Figure 1. Placement density heat map (run 1).
Drawn at 3 px/um. The die is cut into 13 by 11 equal tiles; dark blue is low, red is high, 0 to 100% covered.
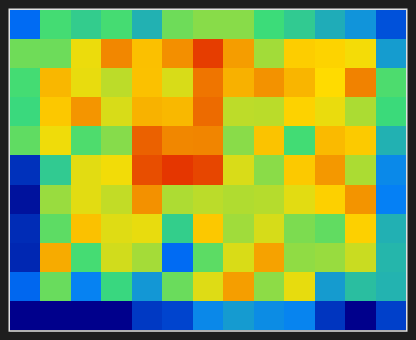
Figure 2. Placement view (run 1).
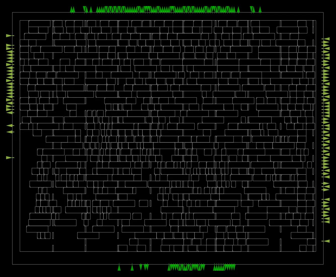
Figure 3. Signal wires on met1 (run 1).
Drawn at 4 px/um. Supply wires on this layer in grey.
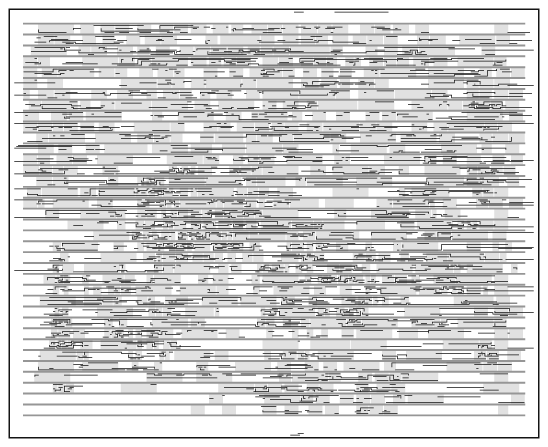
==> config.mk <==
export PLATFORM = sky130hd
export DESIGN_NAME = dma_cmd_sequencer
export DESIGN_NICKNAME = d
export VERILOG_FILES = /design/src/rtl/dma_cmd_sequencer.sv
export SDC_FILE = /design/constraint.sdc
export NUM_CORES = 1
export LEC_CHECK = 0
export ABC_CLOCK_PERIOD_IN_PS = 2100
export CORE_ASPECT_RATIO = 0.8
export CORE_MARGIN = 3
export CORE_UTILIZATION = 41
export CTS_CLUSTER_DIAMETER = 200
export DETAILED_ROUTE_END_ITERATION = 8
export HOLD_SLACK_MARGIN = 0.15
export MAX_ROUTING_LAYER = met4
export PLACE_DENSITY_LB_ADDON = 0.12
export SYNTH_ARGS = -nofsm -noshare
export SYNTH_HDL_FRONTEND = slang
export SYNTH_SLANG_ARGS = --single-unit
==> constraint.sdc <==
create_clock -name clock -period 2.1 [get_ports clock]
set_input_delay 0.525 -clock clock [delete_from_list [all_inputs] [get_ports clock]]
set_output_delay 0.525 -clock clock [all_outputs]
set_load 0.01 [all_outputs]
==> PnR_summary.wiki, run 1 <==
== Metrics ==
{| class="wikitable"
! Metric !! Value
|-
| Post-detailed-placement cell area || 7530 sq um
|-
| Most common cell after layout, fill and taps aside || sky130_fd_sc_hd__clkdlybuf4s50_1
|-
| Pwr dens || 1230 nW/um^2
|-
| Number of clock buffers inserted by TritonCTS || 9
|-
| YS warnings || 0
|-
| Worst skew pair latency || 0.36 ns
|-
| Routed Antenna Nets || 0
|-
| Accumulated negative setup slack || -1.97 ns
|-
| Last weighted congestion value of the routability-driven placer || 0.923
|-
| Top sig layer || met4
|-
| Ant. Diodes || 0
|-
| Fin. Hold Viols || 0
|-
| Starting DRT DRC Count || 190
|-
| Proportion of synthesized chip area in sequential cells || 52.9%
|-
| Share of the final layout cell area in multi-input gates || 29.5%
|-
| XOR-XNOR Cells, Area Fraction || 3.03%
|-
| Total number of clock tree sinks || 110
|-
| Root buffer cell || sky130_fd_sc_hd__clkbuf_16
|-
| Most frequent cells in the layout || 133 x sky130_fd_sc_hd__clkdlybuf4s50_1, 110 x sky130_fd_sc_hd__dfrtp_1, 50 x sky130_fd_sc_hd__buf_4
|-
| Reg2Reg Depth || 9
|-
| Category of cells accounting for the largest share of critical-path delay || simple AND/OR/NAND/NOR gates
|-
| Fillcell total || 950
|-
| Number of maximum-capacitance violations || 0
|-
| Combinational fraction of design power || 48.3%
|-
| Layout Cells excl Fill || 879
|-
| Post-CTS Resized || 199
|-
| Synth area leader || sky130_fd_sc_hd__dfrtp_1
|-
| Antenna violations before repair || 0
|-
| Largest fanout on the critical path || 6
|-
| Area growth syn-to-layout || 60.1%
|-
| Proportion of synthesized flip-flops having asynchronous set or reset || 100%
|-
| Cell area after synthesis || 5200 sq um
|-
| Final worst path period need || 2.23 ns
|-
| Combinational gate power || 4960 uW
|-
| Ao+oa area frac || 14.8%
|-
| Cell chain of the critical path || nor2b_4 -> and2_4 -> nand2_4 -> clkinv_8 -> buf_8 -> buf_6 -> and2_4 -> buf_6
|-
| Number of logic stages on the critical path including buffering || 8
|-
| Classification of the worst setup path || reg2out
|-
| Fraction of the cycle the final worst path needs || 106%
|-
| Worst min-delay path class || reg2reg
|-
| Worst hold slack across all endpoints || 0.482 ns
|-
| Multiplexer fraction of the synthesized cell area || 10.5%
|-
| Busiest metal layer after global routing || met2
|-
| Violations in the final reports || negative setup slack
|-
| Simple-Gate Fraction of Synth Area || 14.0%
|-
| Clock tree from TritonCTS || built
|-
| Final-report setup violation count || 53
|-
| Yosys Instances || 468
|-
| Tool warning count || 29
|-
| Top-count cell post-synth || sky130_fd_sc_hd__dfrtp_1
|-
| Total clock network power || 1760 uW
|-
| Cell leakage power || 0.00377 uW
|-
| Drt first pass iters || 4
|-
| Number of hold-repair buffers added at the cts stage || 1
|-
| Minimum setup slack in the final design || -0.129 ns
|-
| Kind of launch point of the worst setup path || flip-flop
|-
| Overall power || 10300 uW
|-
| Pin count of the biggest net entering global routing || 47
|-
| Synth Area in Adders || 0.721%
|-
| Gate count after technology mapping || 468
|-
| Non-clock buffering overhead || 30.5%
|-
| Unrepaired setup endpoints after global routing || true
|-
| Worst Setup End Kind || primary output
|-
| Die area || 14100 sq um
|-
| Detailed route wirelength on metal3 || 780 um
|-
| Vias in the first global route || 4662
|-
| Average detailed-routed wire length per instance || 17.6 um
|-
| Post-DP HPWL || 10500 um
|-
| Overall track demand over capacity in global routing || 22.3%
|-
| Maximum cell stage delay along the critical path || 0.38 ns
|-
| Detail Route met2 WL || 7430 um
|-
| WP buf/inv || 4
|-
| Avg Vias per Cell || 5.24
|-
| Clock share of power || 17.2%
|-
| Required time of the critical path || 1.57 ns
|-
| Nets in the synthesized netlist || 541
|-
| Residual DRC count || 0
|-
| Layout clock buffers || 10
|-
| Top area cells in the synthesized netlist || sky130_fd_sc_hd__dfrtp_1 53%, sky130_fd_sc_hd__mux2_2 10%, sky130_fd_sc_hd__and2_1 4.6%
|-
| Standard cell with the maximum stage delay on the critical path || sky130_fd_sc_hd__dfrtp_1
|-
| Setup repair bufs after CTS || 11
|-
| Cell Int Power || 6840 uW
|-
| Worst clock skew || 0.0119 ns
|-
| Switching power || 3440 uW
|-
| GR Util met3 || 4.55%
|-
| Top FF cell, synth || sky130_fd_sc_hd__dfrtp_1
|-
| Status || finished, violations left
|-
| First-pass GRT wire length || 24600 um
|-
| Total cell area reported by yosys after synthesis || 5200 sq um
|-
| Max Buffers Root-to-Sink || 2
|-
| Worst relative slew slack || 65.9%
|-
| Worst slack, placed || -0.557 ns
|-
| Multi-input combinational cell area || 2460 sq um
|-
| EDFF count, synth || 0
|}
Notes on Figure 1 above:
tiles over 75% full = 29%
emptiest ninth of the die = lower left
fullest tile = 94%
nearly empty tiles = 3.5%
placeable core region: 12300 sq um
Core Util at FP: 42.3%
final core utilization: 67.8%

Notes on Figure 2 above:
Seq/total area: 33.0%
sequential cells: 110
standard-cell row count: 36

Notes on Figure 3 above:
wire length on this layer = 7000 um
main direction = horizontal
nets with wire on the layer = 692
met1 global-route usage: 29.9%
total wirelength of the detailed-routed design: 15500 um
total number of vias: 4606

Figure 4. Port wiring (run 1).
Drawn at 2 px/um.
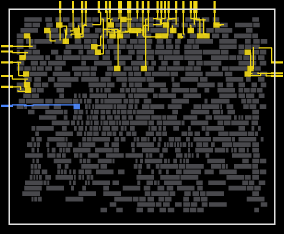

==> inputs of run 2 (changes only) <==
CAP_MARGIN = 20   (was unset)
CORE_MARGIN = 8   (was 3)
CORE_UTILIZATION = 35   (was 41)
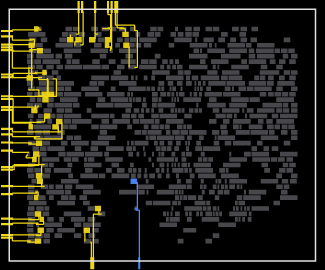
Figure 5: run 2, port wiring.
Drawn at 2 px/um.
`buf_dataIn` -> yellow  # bits 32, direction output, edge 23 left, 7 top, 2 bottom, end cells 32, buffers 32, wire 766 um
`cmd_ready` -> blue  # bits 1, direction output, edge bottom, end cells 1, buffers 1, wire 41.6 um
Ports: 187
# port buffers: 186

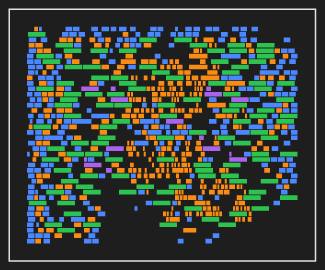
Figure 6: run 2, cell classes on the final placement.
Drawn at 2 px/um.
registers -> green  # cells 110, share of their area 34%
remaining logic cells -> orange  # cells 329, share of their area 31%
clock drivers and dummy loads -> purple  # cells 15, share of their area 3.3%
remaining buffers and delay cells -> blue  # cells 253, share of their area 32%
standard-cell row count: 40
placeable core region: 14800 sq um
final core utilization: 56.7%
Seq/total area: 32.9%

==> run 2 against run 1 <==
  * The flow still finishes with violations (negative setup slack)
  * Non-clock buffer count unchanged
  * Clock power down about 10%
  * Sequential share of layout area down 0.16 points
  * Sequential cell count unchanged
  * Utilization down 11 points
  * Critical path type is now in2out
  * Largest cell class unchanged
  * Largest power group unchanged
==> PnR_summary.wiki, run 2 <==
== Metrics ==
{| class="wikitable"
! Metric !! Value
|-
| Status || finished, violations left
|-
| Violations in the final reports || negative setup slack
|-
| Classification of the worst setup path || in2out
|-
| Top FF cell, synth || sky130_fd_sc_hd__dfrtp_1
|-
| Routed Antenna Nets || 0
|-
| Simple-Gate Fraction of Synth Area || 14.0%
|-
| Total cell area reported by yosys after synthesis || 5200 sq um
|-
| Number of logic stages on the critical path including buffering || 7
|-
| Root buffer cell || sky130_fd_sc_hd__clkbuf_16
|-
| Worst clock skew || 0.00633 ns
|-
| Number of clock buffers inserted by TritonCTS || 9
|-
| Pin count of the biggest net entering global routing || 64
|-
| Worst skew pair latency || 0.35 ns
|-
| Required time of the critical path || 1.57 ns
|-
| Most common cell after layout, fill and taps aside || sky130_fd_sc_hd__clkdlybuf4s50_1
|-
| Cell Int Power || 6790 uW
|-
| Fillcell total || 1275
|-
| Avg Vias per Cell || 5.10
|-
| Final worst path period need || 2.25 ns
|-
| Worst slack, placed || -0.759 ns
|-
| Post-DP HPWL || 11700 um
|-
| Clock tree from TritonCTS || built
|-
| Residual DRC count || 0
|-
| Synth Area in Adders || 0.721%
|-
| Most frequent cells after synthesis || 110 x sky130_fd_sc_hd__dfrtp_1, 46 x sky130_fd_sc_hd__mux2_2, 38 x sky130_fd_sc_hd__and2_1
|-
| Ant. Diodes || 1
|-
| Detail Route met2 WL || 7630 um
|-
| Number of hold-repair buffers added at the cts stage || 1
|-
| Category of cells accounting for the largest share of critical-path delay || buffers and inverters
|-
| Antenna violations before repair || 1
|-
| Nets in the synthesized netlist || 541
|-
| Total clock network power || 1590 uW
|-
| EDFF count, synth || 0
|-
| Pwr dens || 1240 nW/um^2
|-
| Proportion of synthesized chip area in sequential cells || 52.9%
|-
| Sequential cells || 110
|-
| First-pass GRT wire length || 27600 um
|-
| XOR-XNOR Cells, Area Fraction || 3.03%
|-
| Share of the final layout cell area in multi-input gates || 29.7%
|-
| Last weighted congestion value of the routability-driven placer || 0.832
|-
| Post-CTS Resized || 188
|-
| Top area cells in the synthesized netlist || sky130_fd_sc_hd__dfrtp_1 53%, sky130_fd_sc_hd__mux2_2 10%, sky130_fd_sc_hd__and2_1 4.6%
|-
| Vias in the first global route || 4984
|-
| Synth area leader || sky130_fd_sc_hd__dfrtp_1
|-
| Final-report setup violation count || 63
|-
| Cell chain of the critical path || clkdlybuf4s50_1 -> nand2_4 -> inv_8 -> buf_6 -> buf_16 -> and2_4 -> buf_6
|-
| Maximum cell stage delay along the critical path || 0.54 ns
|-
| WP buf/inv || 5
|-
| Drt first pass iters || 5
|-
| Total number of vias || 4578
|-
| Die area || 19100 sq um
|-
| Worst Setup End Kind || primary output
|-
| Overall track demand over capacity in global routing || 18.4%
|-
| Switching power || 3580 uW
|-
| Worst hold slack across all endpoints || 0.491 ns
|-
| Multi-input combinational cell area || 2490 sq um
|-
| Clock share of power || 15.4%
|-
| Starting DRT DRC Count || 238
|-
| Most frequent cells in the layout || 133 x sky130_fd_sc_hd__clkdlybuf4s50_1, 110 x sky130_fd_sc_hd__dfrtp_1, 46 x sky130_fd_sc_hd__mux2_2
|-
| Non-clock buffering overhead || 30.7%
|-
| Cell area after synthesis || 5200 sq um
|-
| Busiest metal layer after global routing || met2
|-
| Largest fanout on the critical path || 8
|-
| Max Buffers Root-to-Sink || 2
|-
| Ao+oa area frac || 14.8%
|-
| Fin. Hold Viols || 0
|-
| Unrepaired setup endpoints after global routing || true
|-
| Top sig layer || met4
|-
| Tool warning count || 29
|-
| YS warnings || 0
|-
| Count of non-CTS inverters in the layout || 13
|-
| Multiplexer fraction of the synthesized cell area || 10.5%
|-
| Average detailed-routed wire length per instance || 19.0 um
|-
| Yosys Instances || 468
|-
| Total wirelength of the detailed-routed design || 17100 um
|-
| Area growth syn-to-layout || 60.9%
|-
| Met1 global-route usage || 23.7%
|-
| Combinational gate power || 5180 uW
|-
| Proportion of synthesized flip-flops having asynchronous set or reset || 100%
|-
| Reg2Reg Depth || 9
|-
| Post-detailed-placement cell area || 7580 sq um
|-
| Minimum setup slack in the final design || -0.146 ns
|-
| Cell leakage power || 0.00377 uW
|-
| Gate count after technology mapping || 468
|-
| Overall power || 10400 uW
|-
| Fraction of the cycle the final worst path needs || 107%
|-
| Setup repair bufs after CTS || 10
|-
| Standard cell with the maximum stage delay on the critical path || sky130_fd_sc_hd__clkdlybuf4s50_1
|}
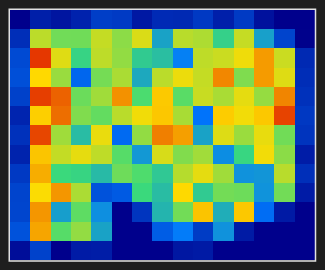
Figure 7: run 2, placement density heat map.
Drawn at 2 px/um. The die is cut into 15 by 13 equal tiles; dark blue is low, red is high, 0 to 100% covered.
tiles over 75% full = 14%
mean over tiles = 43%
emptiest ninth of the die = lower right
nearly empty tiles = 10%
fullest tile = 94%
Core Util at FP: 35.3%

Power figures rest on the tool's default switching activity, not on a simulated workload.
